--- src/rtl/bf_mem_arbiter.sv ---
// Shares one req/ack memory backend between the bfcpu instruction-fetch port
// and data port; data addresses are relocated by d_base into the common space.
module bf_mem_arbiter #(
  parameter int                        i_addr_width   = 16,
  parameter int                        d_addr_width   = 8,
  parameter int                        mem_addr_width = 16,
  parameter logic [mem_addr_width-1:0] d_base         = 16'h8000
) (
  input  logic                      clk,
  input  logic                      rst_n,
  input  logic                      i_req,
  input  logic [i_addr_width-1:0]   i_addr,
  output logic                      i_ack,
  output logic [7:0]                i_rdata,
  input  logic                      d_req,
  input  logic                      d_dir,
  input  logic [d_addr_width-1:0]   d_addr,
  input  logic [7:0]                d_wdata,
  output logic                      d_ack,
  output logic [7:0]                d_rdata,
  output logic                      mem_req,
  output logic                      mem_we,
  output logic [mem_addr_width-1:0] mem_addr,
  output logic [7:0]                mem_wdata,
  input  logic                      mem_ack,
  input  logic [7:0]                mem_rdata
);

  typedef enum logic [2:0] {IDLE, BUSY_I, BUSY_D, DONE_I, DONE_D} state_t;

  localparam logic GRANT_I = 1'b0;
  localparam logic GRANT_D = 1'b1;

  state_t                    state_reg, state_next;
  logic                      last_grant_reg, last_grant_next;
  logic                      i_ack_reg, i_ack_next;
  logic [7:0]                i_rdata_reg, i_rdata_next;
  logic                      d_ack_reg, d_ack_next;
  logic [7:0]                d_rdata_reg, d_rdata_next;
  logic                      mem_req_reg, mem_req_next;
  logic                      mem_we_reg, mem_we_next;
  logic [mem_addr_width-1:0] mem_addr_reg, mem_addr_next;
  logic [7:0]                mem_wdata_reg, mem_wdata_next;
  logic                      grant_d;

  // On a tie the port that did not win the previous tie is served.
  assign grant_d = d_req && (!i_req || (last_grant_reg == GRANT_I));

  always_ff @(posedge clk) begin
    if (!rst_n) begin
      state_reg      <= IDLE;
      last_grant_reg <= GRANT_D;
      i_ack_reg      <= 1'b0;
      i_rdata_reg    <= 8'h00;
      d_ack_reg      <= 1'b0;
      d_rdata_reg    <= 8'h00;
      mem_req_reg    <= 1'b0;
      mem_we_reg     <= 1'b0;
      mem_addr_reg   <= '0;
      mem_wdata_reg  <= 8'h00;
    end else begin
      state_reg      <= state_next;
      last_grant_reg <= last_grant_next;
      i_ack_reg      <= i_ack_next;
      i_rdata_reg    <= i_rdata_next;
      d_ack_reg      <= d_ack_next;
      d_rdata_reg    <= d_rdata_next;
      mem_req_reg    <= mem_req_next;
      mem_we_reg     <= mem_we_next;
      mem_addr_reg   <= mem_addr_next;
      mem_wdata_reg  <= mem_wdata_next;
    end
  end

  always_comb begin
    state_next      = state_reg;
    last_grant_next = last_grant_reg;
    case (state_reg)
      IDLE: begin
        if (i_req || d_req) begin
          state_next = grant_d ? BUSY_D : BUSY_I;
        end
        if (i_req && d_req) begin
          last_grant_next = grant_d;
        end
      end
      BUSY_I:  if (mem_ack) state_next = DONE_I;
      BUSY_D:  if (mem_ack) state_next = DONE_D;
      DONE_I:  if (!i_req)  state_next = IDLE;
      DONE_D:  if (!d_req)  state_next = IDLE;
      default: state_next = IDLE;
    endcase
  end

  // Next values of the registered outputs; everything holds unless changed.
  always_comb begin
    i_ack_next     = i_ack_reg;
    i_rdata_next   = i_rdata_reg;
    d_ack_next     = d_ack_reg;
    d_rdata_next   = d_rdata_reg;
    mem_req_next   = mem_req_reg;
    mem_we_next    = mem_we_reg;
    mem_addr_next  = mem_addr_reg;
    mem_wdata_next = mem_wdata_reg;
    case (state_reg)
      IDLE: begin
        if (i_req || d_req) begin
          mem_req_next = 1'b1;
          if (grant_d) begin
            mem_we_next    = d_dir;
            mem_addr_next  = d_base + mem_addr_width'(d_addr);
            mem_wdata_next = d_wdata;
          end else begin
            mem_we_next   = 1'b0;
            mem_addr_next = mem_addr_width'(i_addr);
          end
        end
      end
      BUSY_I: begin
        if (mem_ack) begin
          mem_req_next = 1'b0;
          i_ack_next   = 1'b1;
          i_rdata_next = mem_rdata;
        end
      end
      BUSY_D: begin
        if (mem_ack) begin
          mem_req_next = 1'b0;
          d_ack_next   = 1'b1;
          if (!mem_we_reg) begin
            d_rdata_next = mem_rdata;
          end
        end
      end
      DONE_I:  if (!i_req) i_ack_next = 1'b0;
      DONE_D:  if (!d_req) d_ack_next = 1'b0;
      default: ;
    endcase
  end

  assign i_ack     = i_ack_reg;
  assign i_rdata   = i_rdata_reg;
  assign d_ack     = d_ack_reg;
  assign d_rdata   = d_rdata_reg;
  assign mem_req   = mem_req_reg;
  assign mem_we    = mem_we_reg;
  assign mem_addr  = mem_addr_reg;
  assign mem_wdata = mem_wdata_reg;

endmodule

--- config.mk ---
export PLATFORM = sky130hd
export DESIGN_NAME = bf_mem_arbiter
export DESIGN_NICKNAME = d
export VERILOG_FILES = /design/src/rtl/bf_mem_arbiter.sv
export SDC_FILE = /design/constraint.sdc
export NUM_CORES = 1
export LEC_CHECK = 0
export ABC_AREA = 1
export CORE_MARGIN = 5
export CORE_UTILIZATION = 65
export DETAILED_ROUTE_END_ITERATION = 8
export DONT_BUFFER_PORTS = 1
export PLACE_DENSITY = 0.83
export SKIP_LAST_GASP = 1
export SYNTH_ARGS = -nofsm -noshare
export SYNTH_HDL_FRONTEND = slang
export SYNTH_SLANG_ARGS = --single-unit
--- constraint.sdc ---
create_clock -name clk -period 2.25 [get_ports clk]
set_input_delay 0.45 -clock clk [delete_from_list [all_inputs] [get_ports clk]]
set_output_delay 0.45 -clock clk [all_outputs]
set_load 0.01 [all_outputs]
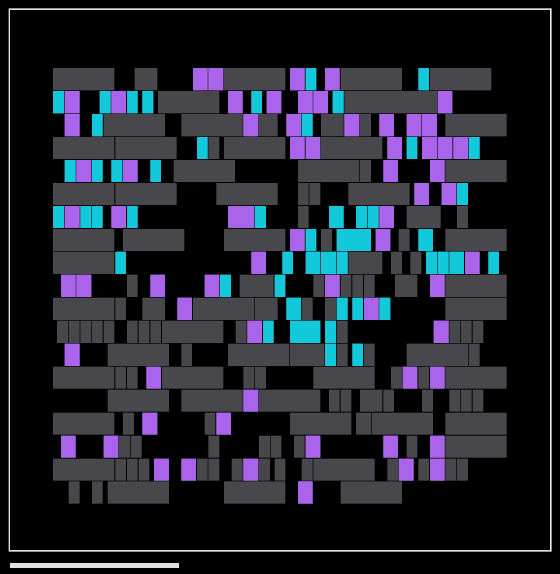
**Above:** run 1 (selected gate families).
The bar under the picture is 20 um long.
inverting AOI/OAI gates -> purple  # cells 66, where all over the die
NAND gates -> cyan  # cells 49

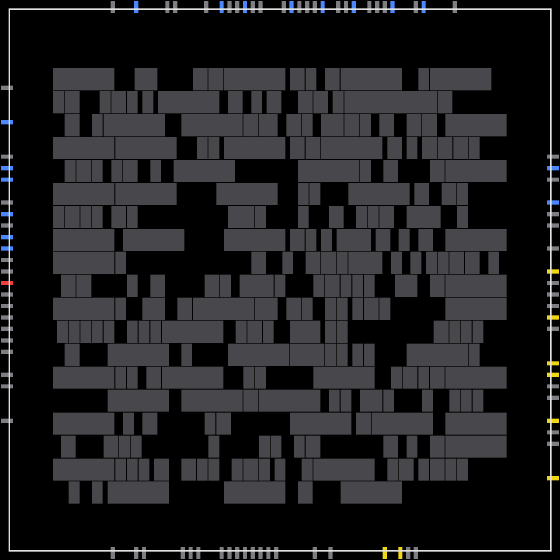
**Above:** run 1 (pin placement).
Pins as bars across the die edge, other pins in grey.
i_addr -> blue  # pins 16, direction input, edge 8 top, 6 left, 2 right
mem_wdata -> yellow  # pins 8, direction output, edge 6 right, 2 bottom
mem_we -> red  # pins 1, direction output, edge left

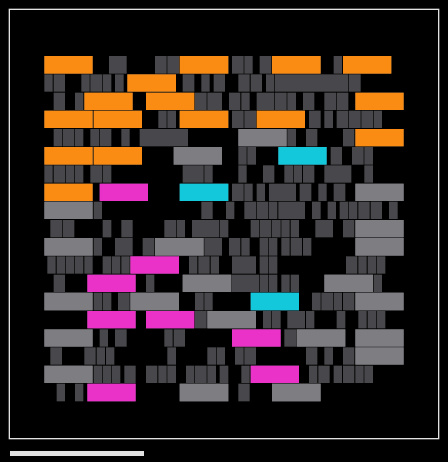
**Above:** run 1 (sequential cells coloured by netlist name).
The bar under the picture is 20 um long. Other sequential cells in the stronger grey, the rest of the logic in the fainter grey.
state_reg -> cyan  # flops 3
i_rdata -> magenta  # flops 8
mem_addr -> orange  # flops 16
not coloured = 21

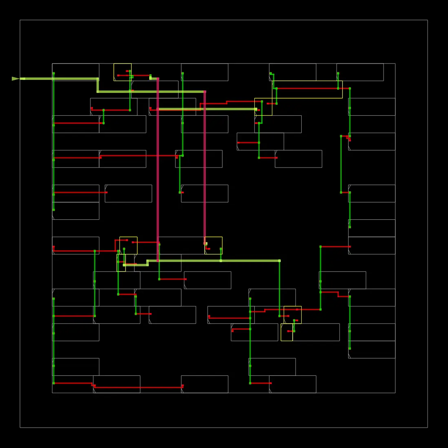
**Above:** run 1 (the clock network).
post-route clock skew: 6.384 ps
number of buffers added by the clock tree synthesis step: 5
CTS sink cnt: 48
Clk. pwr: 487 uW
flip-flops: 48

==> run notes, run 1 <==
Floorplanning
- **effective utilization at floorplan** 68.02%
- **Cell Rows** 19
- **count of pins on the block boundary** 90
- **CORE AREA** 2781 um2
- **die height** 63.95 um

Power
- **Comb group** 703 uW
- **maximum ir drop on the vdd rail** 1.292 mV
- **net load switching power** 988.6 uW
- **power per cell area** 1288 nW/um2
- **power share of the sequential group** 53.0%
- **static power due to leakage** 0.8423 nW

Cells and area
- **number of standard cells in the final layout excluding fillers** 281
- **core utilization of the finished layout** 70.63%
- **area of all placed cells without fillers** 1964 um2
- **storage element area** 960.9 um2
- **number of flip-flops under the largest register name** 16
- **number of filler cells placed in the layout** 235
- **layout cells sized above 1** 8.000%
- **most common library cell in the layout ignoring fill and taps** sky130_fd_sc_hd__nor2_1
- **Inserted Diodes** 0
- **multi-input combinational cell area** 829.5 um2
- **top logic cells by instance count in the layout** sky130_fd_sc_hd__nor2_1, sky130_fd_sc_hd__dfxtp_1, sky130_fd_sc_hd__nand2_1
- **Syn-to-layout area delta** 3.836%

Yosys
- **count of synthesis-stage warnings from yosys** 0
- **dominant cells by area after synthesis** sky130_fd_sc_hd__dfxtp_1, sky130_fd_sc_hd__nor2_1, sky130_fd_sc_hd__o21ai_0
- **cell count in the Yosys report** 250
- **netlist area before placement** 1892 um2
- **Area leader share** 50.79%

Placement
- **pre-CTS setup slack** 754.8 ps
- **placed cells** 273
- **HPWL after detailed placement** 3.047 mm
- **weighted congestion at the end of routability-driven global placement** 0.8149
- **number of I/O port buffers** 0

Critical path
- **CP Max Fanout** 9
- **Critical Path Start Type** flop
- **Crit. End Element** flop
- **arrival time at the worst endpoint** 1710 ps
- **Worst EP required** 2520 ps

Run status
- **result of the run** finished, final reports clean

Drt
- **number of vias per cell** 5.633
- **via count** 1583
- **post-DR wirelength/cell** 14.96 um
- **DR pass1 iterations** 4
- **Routed WL** 4.205 mm

Final timing
- **Final setup viols** 0
- **RSZ-0062 raised after global routing** false
- **maximum clock frequency** 691.1 MHz
- **worst hold slack** 181.1 ps
- **final setup margin** 803.0 ps
- **pins over their slew limit** 0
- **final-layout setup total negative slack** 0 ps
- **share of the cycle needed by the critical path after routing** 64.31%

Global routing
- **initial antenna violation count** 0
- **via count of the first global-routing pass** 1551
- **overall fraction of global-route tracks in use** 21.47%
- **wire length of the first global-routing pass** 7.065 mm
- **overflow left after global routing** 0

Job
- **count of max-cap constraint violations** 0

Hold path
- **class of the tightest hold or removal check** in -> reg

Clocking
- **clock tree from TritonCTS** yes
- **level count of the clock H-tree** 2
- **Worst-path clk slew** 130 ps
- **Root Driver** sky130_fd_sc_hd__clkbuf_4

==> run 1: worst paths after layout <==
kind	from	end	slack [ps]	cells past startpoint
hold reg to reg	last_grant_reg	last_grant_reg	500	2
setup reg to reg	state_reg[1]	d_rdata[3]	800	7
hold / removal	rst_n	last_grant_reg	180	1
setup / recovery	state_reg[1]	d_rdata[3]	800	7
==> run 1: routing by layer <==
| layer | track usage [%] | part of all wire [%] | vias to the layer above |
|---|---|---|---|
| li1 | - | - | 807 |
| met1 | 24.12 | 39 | 698 |
| met2 | 34.42 | 47 | 69 |
| met3 | 10.86 | 12 | 9 |
| met4 | 8.571 | 2.0 | 0 |
| met5 | 0 | 0 | - |
==> run 1: worst max-delay path, cell delays in order, from the launching register on <==
cell and delay, ps:
sky130_fd_sc_hd__dfxtp_1 480, sky130_fd_sc_hd__inv_1 90, sky130_fd_sc_hd__nor2_1 160, sky130_fd_sc_hd__nand3_2 140, sky130_fd_sc_hd__nor2_4 220, sky130_fd_sc_hd__inv_2 110, sky130_fd_sc_hd__nor2_1 120, sky130_fd_sc_hd__nor2_1 60
==> run 1: cell type report <==
type                            count  share of cell area (%)
Clock buffer                        6                   2.102
Clock inverter                      2                   1.783
Inverter                           13                   2.611
Multi-Input combinational cell    180                   42.23
Sequential cell                    48                   48.92
Tap cell                           31                   1.975
Timing Repair Buffer                1                  0.3822
==> run 1: kinds of logic after synthesis <==
logic type	after synthesis	synth area share (%)
AOI/OAI and AO/OA	66	17.66
buffers and inverters	22	5.357
DFF	48	50.79
and+or+nand+nor	114	26.19
==> run 1: Yosys cell counts, drive strengths merged <==
cell type and number:
inv 13, clkbuf 5, nand3 7, dfxtp 48
nand2 42, nor2 65, o21ai 36, a21oi 30
buf 4
==> run 1 -> run 2 <==
--- a/config.mk
+++ b/config.mk
@@ -7,10 +7,10 @@
 export LEC_CHECK = 0
 export ABC_AREA = 1
 export CORE_MARGIN = 5
-export CORE_UTILIZATION = 65
+export CORE_UTILIZATION = 61
 export DETAILED_ROUTE_END_ITERATION = 8
 export DONT_BUFFER_PORTS = 1
-export PLACE_DENSITY = 0.83
+export PLACE_DENSITY = 0.79
 export SKIP_LAST_GASP = 1
 export SYNTH_ARGS = -nofsm -noshare
 export SYNTH_HDL_FRONTEND = slang
==> constraint.sdc (replaced) <==
create_clock -name clk -period 1.38 [get_ports clk]
set_input_delay 0.276 -clock clk [delete_from_list [all_inputs] [get_ports clk]]
set_output_delay 0.276 -clock clk [all_outputs]
set_load 0.01 [all_outputs]
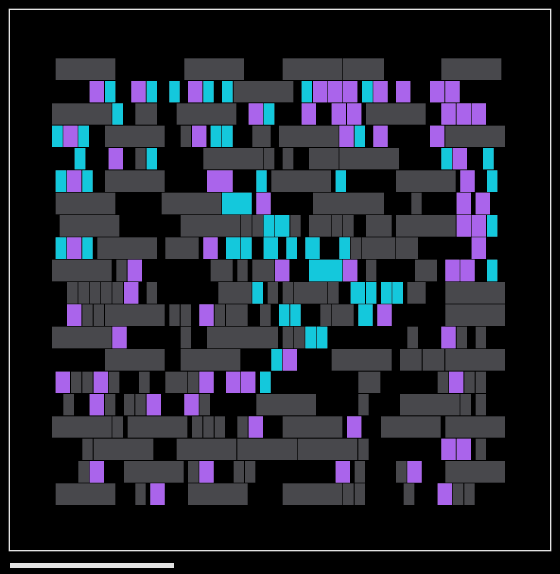
**Above:** run 2 (selected gate families).
The bar under the picture is 20 um long.
inverting AOI/OAI gates -> purple  # cells 66, where all over the die
NAND gates -> cyan  # cells 49

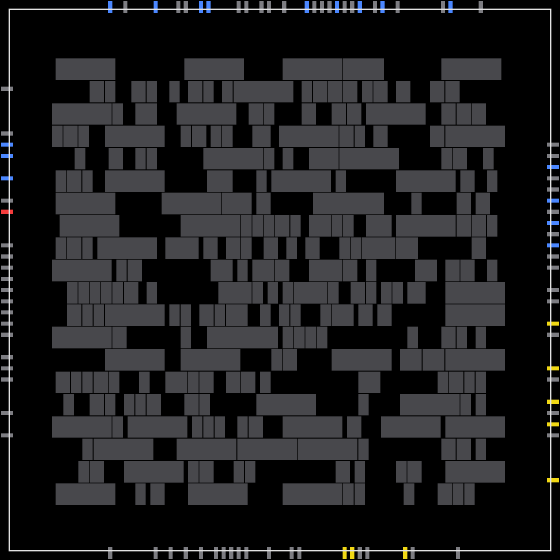
**Above:** run 2 (pin placement).
Pins as bars across the die edge, other pins in grey.
i_addr -> blue  # pins 16, direction input, edge 9 top, 4 right, 3 left
mem_wdata -> yellow  # pins 8, direction output, edge 5 right, 3 bottom
mem_we -> red  # pins 1, direction output, edge left
all pins by edge = 26 top, 23 right, 21 left, 20 bottom

==> run notes, run 2 <==
Cells and area
- **layout cells sized above 1** 12.06%, +4.1 points
- **number of flip-flops under the largest register name** 16, unchanged
- **area of all placed cells without fillers** 2019 um2, +2.8%
- **most common library cell in the layout ignoring fill and taps** sky130_fd_sc_hd__nor2_1
- **number of standard cells in the final layout excluding fillers** 290, +3.2%
- **Syn-to-layout area delta** 6.746%
- **Inserted Diodes** 0, unchanged

Critical path
- **CP Max Fanout** 5, -4
- **CP Depth** 8, +1
- **cell with the biggest individual delay on the critical path** sky130_fd_sc_hd__dfxtp_4
- **arrival time at the worst endpoint** 1570 ps, -140 ps
- **Critical Path Max Stage Delay** 410 ps, -70 ps
- **Crit. End Element** flop
- **Crit path max-delay family** simple AND/OR/NAND/NOR gates
- **Reg-to-Reg Start** state_reg[0]
- **list of cells traversed by the critical path** nor2_4 > buf_4 > nand3_1 > nand2_1 > nor2_1 > nand2_1 > nand2_1 > nor2_1
- **r2r endpoint** state_reg[0]
- **crit path from** state_reg[0]
- **slack of the worst reg-to-reg path** 80 ps, -720 ps

Placement
- **weighted congestion at the end of routability-driven global placement** 0.8279, +1.6%
- **HPWL after detailed placement** 3.054 mm, +0.24%

Final timing
- **RSZ-0062 raised after global routing** false
- **maximum clock frequency** 769.6 MHz, +11%
- **post-route clock skew** 12.86 ps, +6.479 ps
- **Final setup viols** 0, unchanged
- **pins over their slew limit** 0, unchanged
- **share of the cycle needed by the critical path after routing** 94.16%, +30 points
- **worst hold slack** 41.68 ps, -139.5 ps

Clocking
- **CTS sink cnt** 48, unchanged
- **clock tree from TritonCTS** yes
- **number of buffers added by the clock tree synthesis step** 5, unchanged
- **level count of the clock H-tree** 2, unchanged
- **Worst-path clk slew** 130 ps, about the same

Run status
- **result of the run** finished, final reports clean

Drt
- **Detail Route met3 WL** 450 um, -9.8%
- **number of vias per cell** 5.617, -0.29%
- **DR pass1 iterations** 4, unchanged
- **via count** 1629, +2.9%
- **routed metal-1 wirelength** 1.690 mm, +1.9%
- **DR top layer** met4

Floorplanning
- **Cell Rows** 20, +1
- **effective utilization at floorplan** 63.00%, -5.0 points
- **CORE AREA** 3003 um2, +8.0%

Global routing
- **wire length of the first global-routing pass** 6.762 mm, -4.3%
- **most heavily used metal layer in global routing** met2
- **via count of the first global-routing pass** 1459, -5.9%
- **initial antenna violation count** 0, unchanged
- **met2 capacity usage during global routing** 33.92%, -0.50 points
- **overflow left after global routing** 0, unchanged
- **met3 track demand over resource** 10.09%, -0.77 points

Yosys
- **dominant cells by area after synthesis** sky130_fd_sc_hd__dfxtp_1, sky130_fd_sc_hd__nor2_1, sky130_fd_sc_hd__o21ai_0
- **count of synthesis-stage warnings from yosys** 0, unchanged
- **most common flop cell mapped by yosys** sky130_fd_sc_hd__dfxtp_1
- **top cell types by occurrence after synthesis** sky130_fd_sc_hd__nor2_1, sky130_fd_sc_hd__dfxtp_1, sky130_fd_sc_hd__nand2_1

Power
- **power per cell area** 2048 nW/um2, +59%

Job
- **count of max-cap constraint violations** 0, unchanged

[run 2: cell count changes in the layout (fill, tap and decap cells not counted), moves of 2 or more]
cell,before,now
sky130_fd_sc_hd__dfxtp_1,48,46
sky130_fd_sc_hd__dfxtp_4,0,2
sky130_fd_sc_hd__inv_1,9,7
sky130_fd_sc_hd__buf_4,1,7
sky130_fd_sc_hd__nor2_2,0,2
sky130_fd_sc_hd__inv_2,3,5
sky130_fd_sc_hd__nor2_1,60,58
[run 2: how the worst min path moves through the flow]
stage | from | end | slack (ps) | depth (start not counted)
floorplan | mem_rdata[0] | d_rdata[0] | 410 | 2
global placement | rst_n | last_grant_reg | 370 | 1
detailed placement | rst_n | last_grant_reg | 380 | 1
CTS | rst_n | last_grant_reg | 0.7 | 1
global route | rst_n | d_rdata[2] | 8 | 2
finish | d_addr[0] | mem_addr[0] | 40 | 2
[run 2: cell families (layout without fill, tap and decap cells)]
kind of cell,count (synthesis),in the layout,share of synthesized area (%)
buffers and inverters,22,29,5.357
AOI/OAI and AO/OA,66,66,17.66
and+or+nand+nor,114,114,26.19
DFF,48,48,50.79
[run 2: power by group through the flow]
stage               registers [mW]  clock network [mW]  logic, mW
finish                        2.20               0.658       1.28
global route                  2.26               0.757       1.48
CTS                           2.19               0.675       1.20
detailed placement            2.22                   0       1.20
global placement              2.21                   0       1.17
floorplan                     2.14                   0       1.00
[run 2: final cells by class]
cell class              count  area [um2]
fillers                   266       983.4
flip-flops and latches     48       968.4
multi-input cells         180       834.6
repair buffers              8       62.56
clock buffers               8       58.81
inverters                  13       53.80
well taps                  33       41.29
[run 2: what timing repair did]
action | in CTS | in global routing
endpoints found under the hold margin | 0 | 5
setup endpoints to repair | 8 | 25
gates resized | 1 | 8
pin swaps | 0 | 3
hold buffers | 0 | 1
buffers inserted | 0 | 2
Power figures rest on the tool's default switching activity, not on a simulated workload.
